<file path="src/rtl/spi_slave_core_pkg.sv">
// Shared types and constants for the SPI slave core.
package spi_slave_core_pkg;

    localparam int WIDTH = 8;
    localparam int CNT_W = 3;

    typedef enum logic [1:0] {
        ST_IDLE  = 2'd0,
        ST_LOAD  = 2'd1,
        ST_SHIFT = 2'd2
    } state_e;

endpackage

</file>
<file path="src/rtl/spi_slave_core_if.sv">
// Pin-side and fabric-side signals of the SPI slave, bundled for port hookup.
interface spi_slave_core_if;
    import spi_slave_core_pkg::*;

    logic             cpol;
    logic             cpha;
    logic             select;
    logic             mclk;
    logic             mosi;
    logic             miso;
    logic [WIDTH-1:0] din;
    logic [WIDTH-1:0] dout;
    logic             start;
    logic             done;
    logic             busy;

    modport slave (
        input  cpol, cpha, select, mclk, mosi, din,
        output miso, dout, start, done, busy
    );

    modport master (
        output cpol, cpha, select, mclk, mosi, din,
        input  miso, dout, start, done, busy
    );

endinterface

</file>
<file path="src/rtl/spi_slave_core_sync2.sv">
// Two-flop synchronizer for an asynchronous pin into the clk domain.
module sync2 (
    input  logic clk,
    input  logic rst_n,
    input  logic d,
    output logic q
);

    logic meta_q;
    logic sync_q;

    // Two back-to-back capture stages to settle metastability.
    always_ff @(posedge clk or negedge rst_n) begin
        if (!rst_n) begin
            meta_q <= 1'b0;
            sync_q <= 1'b0;
        end else begin
            meta_q <= d;
            sync_q <= meta_q;
        end
    end

    assign q = sync_q;

endmodule

</file>
<file path="src/rtl/spi_slave_core.sv">
// Oversampled SPI slave: one MSB-first byte per select assertion, all four modes.
module spi_slave_core
    import spi_slave_core_pkg::*;
(
    input  logic             clk,
    input  logic             rst_n,
    spi_slave_core_if.slave  bus
);

    logic sel_s, mclk_s, mosi_s;

    sync2 u_sync_sel  (.clk(clk), .rst_n(rst_n), .d(bus.select), .q(sel_s));
    sync2 u_sync_mclk (.clk(clk), .rst_n(rst_n), .d(bus.mclk),   .q(mclk_s));
    sync2 u_sync_mosi (.clk(clk), .rst_n(rst_n), .d(bus.mosi),   .q(mosi_s));

    state_e           state_q, state_d;
    logic [WIDTH-1:0] tx_q, tx_d;
    logic [WIDTH-1:0] rx_q, rx_d;
    logic [WIDTH-1:0] dout_q, dout_d;
    logic [CNT_W-1:0] cnt_q, cnt_d;
    logic             cpol_q, cpol_d;
    logic             cpha_q, cpha_d;
    logic             first_q, first_d;
    logic             done_q, done_d;
    logic             sel_dly_q, mclk_dly_q;

    logic             sel_rise, mclk_chg, lead, trail, last_bit;
    logic [WIDTH-1:0] rx_next;

    assign sel_rise = sel_s & ~sel_dly_q;
    assign mclk_chg = mclk_s ^ mclk_dly_q;
    // Leading edge moves away from the idle level latched at transfer start.
    assign lead     = mclk_chg & (mclk_s != cpol_q);
    assign trail    = mclk_chg & (mclk_s == cpol_q);
    assign last_bit = (cnt_q == CNT_W'(WIDTH - 1));
    assign rx_next  = {rx_q[WIDTH-2:0], mosi_s};

    // Delayed copies of the synchronized select and mclk for edge detection.
    always_ff @(posedge clk or negedge rst_n) begin
        if (!rst_n) begin
            sel_dly_q  <= 1'b0;
            mclk_dly_q <= 1'b0;
        end else begin
            sel_dly_q  <= sel_s;
            mclk_dly_q <= mclk_s;
        end
    end

    // State and datapath registers.
    always_ff @(posedge clk or negedge rst_n) begin
        if (!rst_n) begin
            state_q <= ST_IDLE;
            tx_q    <= '0;
            rx_q    <= '0;
            dout_q  <= '0;
            cnt_q   <= '0;
            cpol_q  <= 1'b0;
            cpha_q  <= 1'b0;
            first_q <= 1'b0;
            done_q  <= 1'b0;
        end else begin
            state_q <= state_d;
            tx_q    <= tx_d;
            rx_q    <= rx_d;
            dout_q  <= dout_d;
            cnt_q   <= cnt_d;
            cpol_q  <= cpol_d;
            cpha_q  <= cpha_d;
            first_q <= first_d;
            done_q  <= done_d;
        end
    end

    // Next-state and shift logic; done is registered so it lands with the return to IDLE.
    always_comb begin
        state_d = state_q;
        tx_d    = tx_q;
        rx_d    = rx_q;
        dout_d  = dout_q;
        cnt_d   = cnt_q;
        cpol_d  = cpol_q;
        cpha_d  = cpha_q;
        first_d = first_q;
        done_d  = 1'b0;
        case (state_q)
            ST_IDLE: begin
                if (sel_rise) state_d = ST_LOAD;
            end
            ST_LOAD: begin
                tx_d    = bus.din;
                cpol_d  = bus.cpol;
                cpha_d  = bus.cpha;
                cnt_d   = '0;
                first_d = 1'b1;
                state_d = ST_SHIFT;
            end
            ST_SHIFT: begin
                if (!sel_s) begin
                    state_d = ST_IDLE;
                end else if (!cpha_q) begin
                    if (lead) begin
                        rx_d = rx_next;
                    end else if (trail) begin
                        tx_d  = tx_q << 1;
                        cnt_d = cnt_q + CNT_W'(1);
                        if (last_bit) begin
                            dout_d  = rx_q;
                            done_d  = 1'b1;
                            state_d = ST_IDLE;
                        end
                    end
                end else begin
                    if (lead) begin
                        // Bit 7 is already on miso from LOAD, so the first leading edge holds.
                        if (!first_q) tx_d = tx_q << 1;
                        first_d = 1'b0;
                    end else if (trail) begin
                        rx_d  = rx_next;
                        cnt_d = cnt_q + CNT_W'(1);
                        if (last_bit) begin
                            dout_d  = rx_next;
                            done_d  = 1'b1;
                            state_d = ST_IDLE;
                        end
                    end
                end
            end
            default: state_d = ST_IDLE;
        endcase
    end

    assign bus.miso  = (state_q != ST_IDLE) & tx_q[WIDTH-1];
    assign bus.start = (state_q == ST_LOAD);
    assign bus.busy  = (state_q != ST_IDLE);
    assign bus.done  = done_q;
    assign bus.dout  = dout_q;

endmodule

</file>
<file path="src/flat_wrapper.sv">
// flat-port wrapper written by rule: the top's interface ports become plain ports
module spi_slave_core_flat import spi_slave_core_pkg::*;
  (clk, rst_n, bus_cpol, bus_cpha, bus_select, bus_mclk, bus_mosi, bus_din, bus_miso, bus_dout, bus_start, bus_done, bus_busy);
  spi_slave_core_if bus_i ();
  input  logic clk;
  input  logic rst_n;
  input wire logic [$bits(bus_i.cpol)-1:0] bus_cpol;
  input wire logic [$bits(bus_i.cpha)-1:0] bus_cpha;
  input wire logic [$bits(bus_i.select)-1:0] bus_select;
  input wire logic [$bits(bus_i.mclk)-1:0] bus_mclk;
  input wire logic [$bits(bus_i.mosi)-1:0] bus_mosi;
  input wire logic [$bits(bus_i.din)-1:0] bus_din;
  output wire logic [$bits(bus_i.miso)-1:0] bus_miso;
  output wire logic [$bits(bus_i.dout)-1:0] bus_dout;
  output wire logic [$bits(bus_i.start)-1:0] bus_start;
  output wire logic [$bits(bus_i.done)-1:0] bus_done;
  output wire logic [$bits(bus_i.busy)-1:0] bus_busy;
  assign bus_i.cpol = bus_cpol;
  assign bus_i.cpha = bus_cpha;
  assign bus_i.select = bus_select;
  assign bus_i.mclk = bus_mclk;
  assign bus_i.mosi = bus_mosi;
  assign bus_i.din = bus_din;
  assign bus_miso = bus_i.miso;
  assign bus_dout = bus_i.dout;
  assign bus_start = bus_i.start;
  assign bus_done = bus_i.done;
  assign bus_busy = bus_i.busy;
  spi_slave_core u_core (.clk(clk), .rst_n(rst_n), .bus(bus_i));
endmodule
</file>
<file path="config.mk">
export PLATFORM = sky130hd
export DESIGN_NAME = spi_slave_core_flat
export DESIGN_NICKNAME = d
export VERILOG_FILES = /design/src/rtl/spi_slave_core_pkg.sv /design/src/rtl/spi_slave_core_if.sv /design/src/rtl/spi_slave_core_sync2.sv /design/src/rtl/spi_slave_core.sv /design/src/flat_wrapper.sv
export SDC_FILE = /design/constraint.sdc
export NUM_CORES = 1
export LEC_CHECK = 0
export CORE_ASPECT_RATIO = 0.9
export CORE_MARGIN = 5
export CORE_UTILIZATION = 44
export DETAILED_ROUTE_END_ITERATION = 8
export PLACE_DENSITY = 0.7
export SYNTH_ARGS = -nofsm -noshare
export SYNTH_HDL_FRONTEND = slang
export SYNTH_SLANG_ARGS = --single-unit
</file>
<file path="constraint.sdc">
create_clock -name clk -period 2.4 [get_ports clk]
set_clock_uncertainty 0.1 [all_clocks]
set_input_delay 0.6 -clock clk [delete_from_list [all_inputs] [get_ports clk]]
set_output_delay 0.6 -clock clk [all_outputs]
set_load 0.01 [all_outputs]
</file>
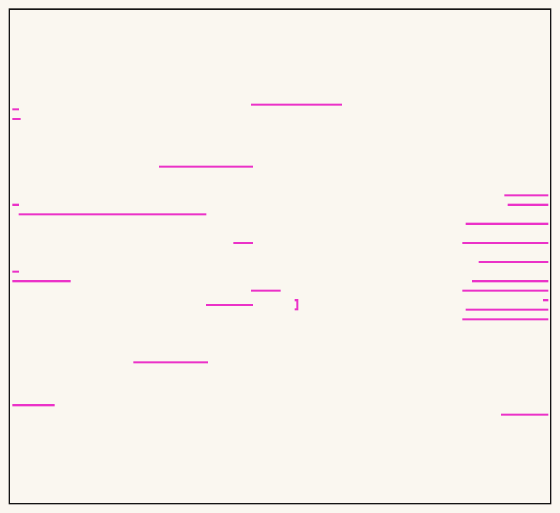
(run_1/m3.png)
share of all routed wire	5.9%
main direction	horizontal
wire length on this layer	191 um
met3 Track Usage GR: 4.884%
final WL: 3.245 mm
Vias: 1130

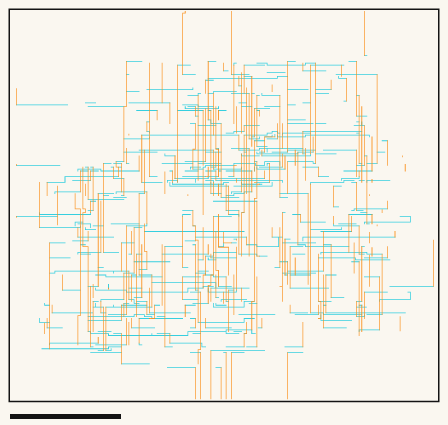
(run_1/layers.png)
The bar under the picture is 20 um long. Only two layers are drawn.
layer	color	wire length
M2	orange	1590 um
M1	cyan	1410 um

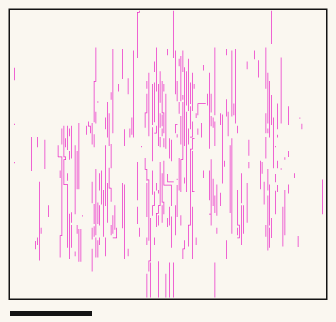
(run_1/m2.png)
The bar under the picture is 20 um long.
share of all routed wire	49%
main direction	vertical
nets with wire on the layer	159
met2 usage: 22.05%

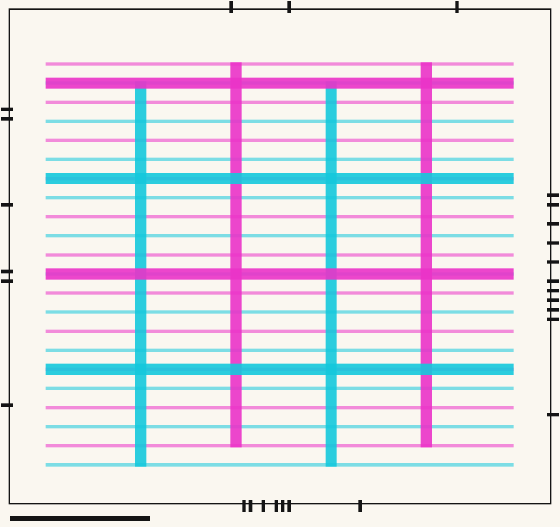
(run_1/floorplan.png)
The bar under the picture is 20 um long. Pins as bars on the die edge.
net	color
VDD	magenta
VSS	cyan
met4 straps	4
signal pins	27
met5 straps	4
met1 rails	22

==> reports/results.ini, run 1 <==
[logic_synthesis]
simple_gate_share_pct = 10.36
ys_top_logic_family = multiplexers
synthAoiAreaFrac_pct = 6.272
fa_ha_area_share_pct = 1.409
area_leaders = dfrtp_1 (58%), mux2_2 (17%), mux2i_1 (4.5%)
syn_area_per_cell_sq_um = 13.45
ys_cells = 132
yosys-stat-area_sq_um = 1775
synth-seq-cells = 41
yosys_most_used_dff = dfrtp_1
synth_area_sq_um = 1775
yosysTopAreaCell = dfrtp_1
synth-edff-count = 0
syn_nets = 149
syn_inst = 132
async_flop_share_pct = 100.0
synthXorXnorAreaFrac_pct = 0.9866
ys_sh_mux_pct = 21.63
most_common_cell = dfrtp_1
yosysUniqueCellTypes = 26
top_area_share_pct = 57.79
ys_seq_share_pct = 57.79
synthTopCellsByCount = dfrtp_1 (41), mux2_2 (27), nand2_1 (10), o21ai_0 (10), mux2i_1 (8)

[setup_path]
path_buffers = 1
rr_worst_depth = 4
r2r-start = u_core.state_q[0]$_DFFE_PN0P_
worst-path-max-fanout = 3
reg2reg_slack_ns = 0.43
cp_num_cells = 3
crit_family = simple AND/OR/NAND/NOR gates
crit_start = u_core.state_q[0]$_DFFE_PN0P_
endpoint = bus_miso
rr_endpoint = u_core.rx_q[6]$_DFFE_PN0P_
required_ns = 1.70
critPathSlowestCell = clkdlybuf4s50_1
start_kind = flip-flop
arrival_ns = 1.62
cp_cell_sequence = or2_2, and2_1, clkdlybuf4s50_1
endpoint_kind = output pin

[floorplanning]
die_w_um = 76.96
fp-row-count = 21
core_area_sq_um = 3810
chipArea_sq_um = 5407
dieHeight_um = 70.26
io_pins = 27
tap_cells = 46
fp_util_pct = 46.60

[clock_tree]
clk_latency_ns = 0.29
clk_pin_slew_ns = 0.08
cts_tree = yes
post_cts_resized = 0
cts_buffers = 5
htree_levels = 2
cts-root-buf = clkbuf_8
cts_max_path_buffers = 2
cts_setup_buffers = 0
cts_hold_buf = 0
clock_sinks = 41

[place]
dp_hpwl_mm = 2.398
pre_cts_ws_ns = 0.3747
place_area_sq_um = 2113
globalplace.congestion = 0.7458
placed_cells = 206
io_buffers = 26

[drt]
met1_length_mm = 1.411
vias_per_cell = 5.280
topRoutingLayerUsed = met4
drtAntennaViolNets = 0
wl_met3_um = 191
wl_met2_mm = 1.591
wl_per_cell_um = 15.16
firstDrtPassIters = 5

[global_routing]
grtUsageTotal_pct = 12.94
gr-total-overflow = 0
grtUsageMet1_pct = 14.71
first_global_vias = 1189
grt_pass1_wl_mm = 5.602
grt_max_degree = 19
busiest_layer = met2
antenna_found_initial = 0

[layout]
inverters = 2
clockBufferCount = 7
finalNonFillerCells = 214
syn2layout_area_growth_pct = 25.58
nonClockBufferCount = 32
dominant-cell-class = flip-flops and latches
nonClkBufAreaFrac_pct = 13.47
fin_area_sq_um = 2230
sh_comb_area_pct = 32.38
layout-drive-gt1-share_pct = 28.57
clkCellAreaFrac_pct = 5.219
layout_top_cell = dfrtp_1
sh_seq_area_pct = 46.02
combGateArea_sq_um = 721.9
nMultiInputCombCells = 85
fin_util_pct = 58.52
flops = 41
regArea_sq_um = 1026
fillers = 310
diodes = 0

[pwr]
p_int_mw = 1.377
comb-power_mw = 0.385
vdd_drop_max_mv = 0.4452
combPwrFrac_pct = 20.9
swShare_pct = 25.26
p_clk_share_pct = 30.5
switchingPower_mw = 0.4655
p_seq_mw = 0.896
p_per_area_nw_per_um2 = 826.5
p_clk_mw = 0.562
total_power_mw = 1.843
cellLeakagePower_nw = 1.005
top_power_group = sequential cells
p_seq_share_pct = 48.6

[sta]
setup_viol = 0
maxSlewViolCount = 0
timing.setup.tns_ns = 0
period_used_pct = 96.83
rsz0062_at_grt = no
worst_slew_pin_slew_ns = 0.5808
layout_min_cycle_time_ns = 2.324
max_freq_ghz = 0.4303
worst_slack_ns = 0.07611
worst_hold_slack_ns = 0.1243
relSlewSlack_pct = 60.99

[min_path]
min_path_type = input pin to asynchronous set/reset pin

[run_status]
status = complete, no violations

[job]
drv_cap = 0
warnings = 26

## Run 2: what changed since run 1
--- a/config.mk
+++ b/config.mk
@@ -9,7 +9,9 @@
 export CORE_MARGIN = 5
 export CORE_UTILIZATION = 44
 export DETAILED_ROUTE_END_ITERATION = 8
+export HOLD_SLACK_MARGIN = 0.1
 export PLACE_DENSITY = 0.7
+export REMOVE_ABC_BUFFERS = 1
 export SYNTH_ARGS = -nofsm -noshare
 export SYNTH_HDL_FRONTEND = slang
 export SYNTH_SLANG_ARGS = --single-unit
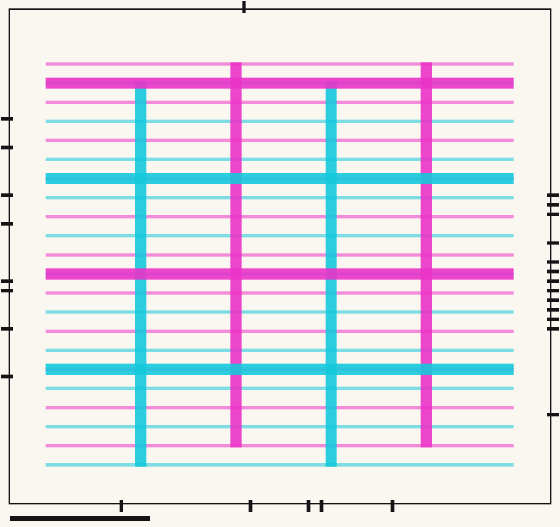
(run_2/floorplan.png)
The bar under the picture is 20 um long. Pins as bars on the die edge.
net	color
VSS	cyan
VDD	magenta
met1 rails	22
rows	21
signal pins	27
met5 straps	4
met4 straps	4

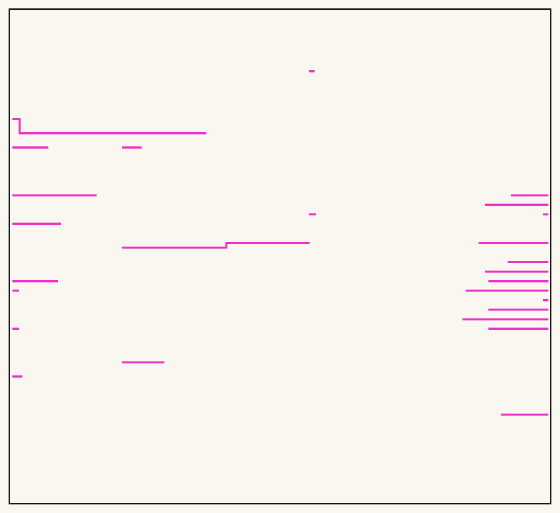
(run_2/m3.png)
wire length on this layer	191 um
share of all routed wire	6.2%
longest straight run	26.4 um

==> reports/results.ini, run 2 <==
[run_status]
status = complete, no violations

[clock_tree]
clk_pin_slew_ns = 0.07  ; about the same
clock_sinks = 41  ; unchanged
htree_levels = 2  ; unchanged
cts_buffers = 5  ; unchanged
cts_hold_buf = 0  ; unchanged
cts_max_path_buffers = 2  ; unchanged
cts_tree = yes
clk_latency_ns = 0.28  ; about the same
cts_setup_buffers = 0  ; unchanged
cts-root-buf = clkbuf_8
post_cts_resized = 0  ; unchanged

[global_routing]
use_met3_pct = 4.370  ; -0.51 points
grtUsageMet1_pct = 16.54  ; +1.8 points
grt_util_met2_pct = 19.32  ; -2.7 points
grtUsageTotal_pct = 12.72  ; -0.21 points
busiest_layer = met2
antenna_found_initial = 0  ; unchanged
first_global_vias = 1168  ; -1.8%
grt_pass1_wl_mm = 5.547  ; -0.98%
gr-total-overflow = 0  ; unchanged
grt_max_degree = 21  ; +2

[layout]
finalNonFillerCells = 212  ; -0.93%
clkCellAreaFrac_pct = 3.938  ; -1.3 points
nonClockBufferCount = 31  ; -3.1%
sh_comb_area_pct = 32.93  ; +0.55 points
clockBufferCount = 7  ; unchanged
regArea_sq_um = 1026  ; unchanged
fin_area_sq_um = 2192  ; -1.7%
syn2layout_area_growth_pct = 23.47
sh_seq_area_pct = 46.80  ; +0.79 points
layout_top_cell = dfrtp_1
final_cell_mix = dfrtp_1 (41), mux2_2 (27), clkdlybuf4s50_1 (25)
dominant-cell-class = flip-flops and latches
nonClkBufAreaFrac_pct = 13.36  ; -0.11 points
fin_util_pct = 57.54  ; -0.99 points
inverters = 2  ; unchanged
flops = 41  ; unchanged
nMultiInputCombCells = 85  ; unchanged
final_nets = 183
diodes = 0  ; unchanged
combGateArea_sq_um = 721.9  ; unchanged
layout-drive-gt1-share_pct = 27.71  ; -0.86 points
fillers = 304  ; -1.9%

[sta]
worst_slack_ns = 0.09064  ; +0.01453 ns
hold_viol = 0
maxSlewViolCount = 0  ; unchanged
timing.setup.tns_ns = 0  ; unchanged
layout_min_cycle_time_ns = 2.309  ; -0.01453 ns
relSlewSlack_pct = 60.92  ; -0.062 points
worst_hold_slack_ns = 0.1529  ; +0.02857 ns
max_freq_ghz = 0.4330  ; +0.63%
setup_viol = 0  ; unchanged
period_used_pct = 96.22  ; -0.61 points
rsz0062_at_grt = no
worst_slew_pin_slew_ns = 0.5818  ; +0.0009190 ns

[logic_synthesis]
yosysUniqueCellTypes = 26  ; unchanged
area_leaders = dfrtp_1 (58%), mux2_2 (17%), mux2i_1 (4.5%)
synthAoiAreaFrac_pct = 6.272  ; unchanged
simple_gate_share_pct = 10.36  ; unchanged
fa_ha_area_share_pct = 1.409  ; unchanged
ys_cells = 132  ; unchanged
synthTopCellsByCount = dfrtp_1 (41), mux2_2 (27), nand2_1 (10), o21ai_0 (10), mux2i_1 (8)
yosys_most_used_dff = dfrtp_1
yosysTopAreaCell = dfrtp_1
yosys_warnings = 0
synthXorXnorAreaFrac_pct = 0.9866  ; unchanged
syn_inst = 132  ; unchanged
ys_sh_mux_pct = 21.63  ; unchanged
synth-seq-cells = 41  ; unchanged
yosys-stat-area_sq_um = 1775  ; unchanged
syn_area_per_cell_sq_um = 13.45  ; unchanged
ys_top_logic_family = multiplexers
async_flop_share_pct = 100.0  ; unchanged
synth_area_sq_um = 1775  ; unchanged
ys_seq_share_pct = 57.79  ; unchanged
most_common_cell = dfrtp_1
synth-edff-count = 0  ; unchanged
top_area_share_pct = 57.79  ; unchanged

[setup_path]
cp_cell_sequence = or2_2, and2_1, clkdlybuf4s50_1
worst-path-max-fanout = 3  ; unchanged
reg2reg_slack_ns = 0.42  ; about the same
crit_family = simple AND/OR/NAND/NOR gates
endpoint_kind = output pin
cp_num_cells = 3  ; unchanged
rr_endpoint = u_core.rx_q[0]$_DFFE_PN0P_
crit_start = u_core.state_q[0]$_DFFE_PN0P_
start_kind = flip-flop
arrival_ns = 1.61  ; about the same
critPathSlowestCell = clkdlybuf4s50_1
path_buffers = 1  ; unchanged
required_ns = 1.70  ; about the same
rr_worst_depth = 4  ; unchanged
r2r-start = u_core.state_q[0]$_DFFE_PN0P_
endpoint = bus_miso

[drt]
firstDrtPassIters = 4  ; -1
wl_met2_mm = 1.391  ; -13%
vias_per_cell = 5.127  ; -2.9%
wl_per_cell_um = 14.61  ; -3.6%
met1_length_mm = 1.465  ; +3.8%
topRoutingLayerUsed = met4
route.vias.total = 1087  ; -3.8%
drc = 0
drtAntennaViolNets = 0  ; unchanged
first_iter_violations = 81
wl_met3_um = 190  ; -0.52%
wl_mm = 3.098  ; -4.5%

[pwr]
top_power_group = sequential cells
cellLeakagePower_nw = 0.9865  ; -1.9%
p_per_area_nw_per_um2 = 774.5  ; -6.3%
p_clk_mw = 0.434  ; -23%
total_power_mw = 1.698  ; -7.9%
switchingPower_mw = 0.4376  ; -6.0%
p_int_mw = 1.260  ; -8.5%
vdd_drop_max_mv = 0.3927  ; -12%
comb-power_mw = 0.352  ; -8.6%
combPwrFrac_pct = 20.7  ; -0.2 points
p_seq_share_pct = 53.7  ; +5.1 points
swShare_pct = 25.77  ; +0.51 points
p_seq_mw = 0.912  ; +2%
p_clk_share_pct = 25.6  ; -4.9 points

[place]
placed_cells = 205  ; -0.49%
globalplace.congestion = 0.7170  ; -3.9%
io_buffers = 26  ; unchanged
pre_cts_ws_ns = 0.3851  ; +0.01037 ns
place_area_sq_um = 2106  ; -0.36%
dp_hpwl_mm = 2.271  ; -5.3%

[floorplanning]
chipArea_sq_um = 5407  ; unchanged
io_pins = 27  ; unchanged
die_w_um = 76.96  ; unchanged
core_area_sq_um = 3810  ; unchanged
fp-row-count = 21  ; unchanged
dieHeight_um = 70.26  ; unchanged
tap_cells = 46  ; unchanged
fp_util_pct = 46.60  ; unchanged

[min_path]
min_path_type = input pin to asynchronous set/reset pin

[job]
drv_cap = 0  ; unchanged
warnings = 25  ; -3.8%

## Run 3: what changed since run 2
--- a/config.mk
+++ b/config.mk
@@ -9,9 +9,9 @@
 export CORE_MARGIN = 5
 export CORE_UTILIZATION = 44
 export DETAILED_ROUTE_END_ITERATION = 8
+export GPL_TIMING_DRIVEN = 0
 export HOLD_SLACK_MARGIN = 0.1
 export PLACE_DENSITY = 0.7
-export REMOVE_ABC_BUFFERS = 1
 export SYNTH_ARGS = -nofsm -noshare
 export SYNTH_HDL_FRONTEND = slang
 export SYNTH_SLANG_ARGS = --single-unit
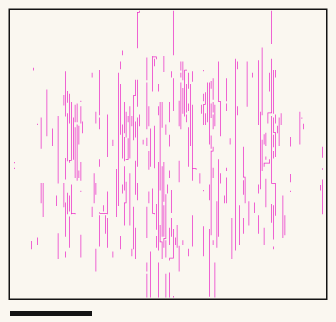
(run_3/m2.png)
The bar under the picture is 20 um long.
main direction	vertical
share of all routed wire	45%
nets with wire on the layer	161

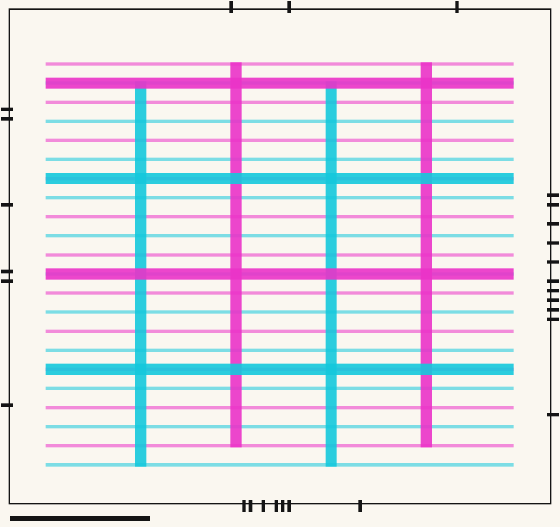
(run_3/floorplan.png)
The bar under the picture is 20 um long. Pins as bars on the die edge.
net	color
VDD	magenta
VSS	cyan
signal pins	27
met1 rails	22
met4 straps	4
met5 straps	4
die height: 70.26 um
maximum vdd drop: 0.3924 mV
die width: 76.96 um
core region area: 3810 sq um

==> reports/results.ini, run 3 <==
[run_status]
status = complete, no violations

[logic_synthesis]
ys_sh_mux_pct = 21.63  ; unchanged
yosysTopAreaCell = dfrtp_1
synth-edff-count = 0  ; unchanged
yosys_most_used_dff = dfrtp_1
area_leaders = dfrtp_1 (58%), mux2_2 (17%), mux2i_1 (4.5%)
yosys-stat-area_sq_um = 1775  ; unchanged
syn_area_per_cell_sq_um = 13.45  ; unchanged
fa_ha_area_share_pct = 1.409  ; unchanged
ys_seq_share_pct = 57.79  ; unchanged

[layout]
fin_util_pct = 57.08  ; -0.46 points
flops = 41  ; unchanged
combGateArea_sq_um = 721.9  ; unchanged
inverters = 2  ; unchanged
nonClockBufferCount = 30  ; -3.2%
clkCellAreaFrac_pct = 3.970  ; +0.032 points
final_cell_mix = dfrtp_1 (41), mux2_2 (27), clkdlybuf4s50_1 (25)
clockBufferCount = 7  ; unchanged
regArea_sq_um = 1026  ; unchanged
fin_area_sq_um = 2175  ; -0.80%
nMultiInputCombCells = 85  ; unchanged
syn2layout_area_growth_pct = 22.48

[sta]
setup_viol = 0  ; unchanged
relSlewSlack_pct = 40.72  ; -20 points
maxSlewViolCount = 0  ; unchanged
worst_slew_pin_slew_ns = 0.8892  ; +0.3074 ns
period_used_pct = 96.79  ; +0.57 points
hold_viol = 0  ; unchanged
worst_hold_slack_ns = 0.2500  ; +0.09709 ns

[drt]
firstDrtPassIters = 4  ; unchanged
met1_length_mm = 1.578  ; +7.7%
wl_met2_mm = 1.494  ; +7.4%
drtAntennaViolNets = 0  ; unchanged

[clock_tree]
cts_max_path_buffers = 2  ; unchanged
cts_buffers = 5  ; unchanged
clock_sinks = 41  ; unchanged
clk_latency_ns = 0.29  ; about the same
cts_hold_buf = 0  ; unchanged
cts-root-buf = clkbuf_8

[setup_path]
r2r-start = u_core.state_q[0]$_DFFE_PN0P_
required_ns = 1.70  ; about the same
crit_family = simple AND/OR/NAND/NOR gates
rr_endpoint = u_core.bus.dout[7]$_DFFE_PN0P_
cp_cell_sequence = or2_2, and2_1, clkdlybuf4s50_1
arrival_ns = 1.62  ; about the same
critPathSlowestCell = clkdlybuf4s50_1

[pwr]
p_int_mw = 1.259  ; about the same
p_seq_share_pct = 52.1  ; -1.6 points
top_power_group = sequential cells
p_per_area_nw_per_um2 = 787.5  ; +1.7%
p_seq_mw = 0.892  ; -2.2%
swShare_pct = 26.47  ; +0.70 points
p_clk_mw = 0.443  ; +2%

[place]
pre_cts_ws_ns = 0.3439  ; -0.04113 ns
io_buffers = 26  ; unchanged
globalplace.congestion = 0.7733  ; +7.9%
dp_hpwl_mm = 2.301  ; +1.3%
place_area_sq_um = 2088  ; -0.83%

[global_routing]
first_global_vias = 1205  ; +3.2%
grt_max_degree = 42  ; +100%
busiest_layer = met2
antenna_found_initial = 0  ; unchanged
grtUsageTotal_pct = 13.60  ; +0.87 points
use_met3_pct = 3.728  ; -0.64 points

[job]
drv_cap = 0  ; unchanged
warnings = 26  ; +4.0%

[floorplanning]
fp_util_pct = 46.60  ; unchanged
io_pins = 27  ; unchanged

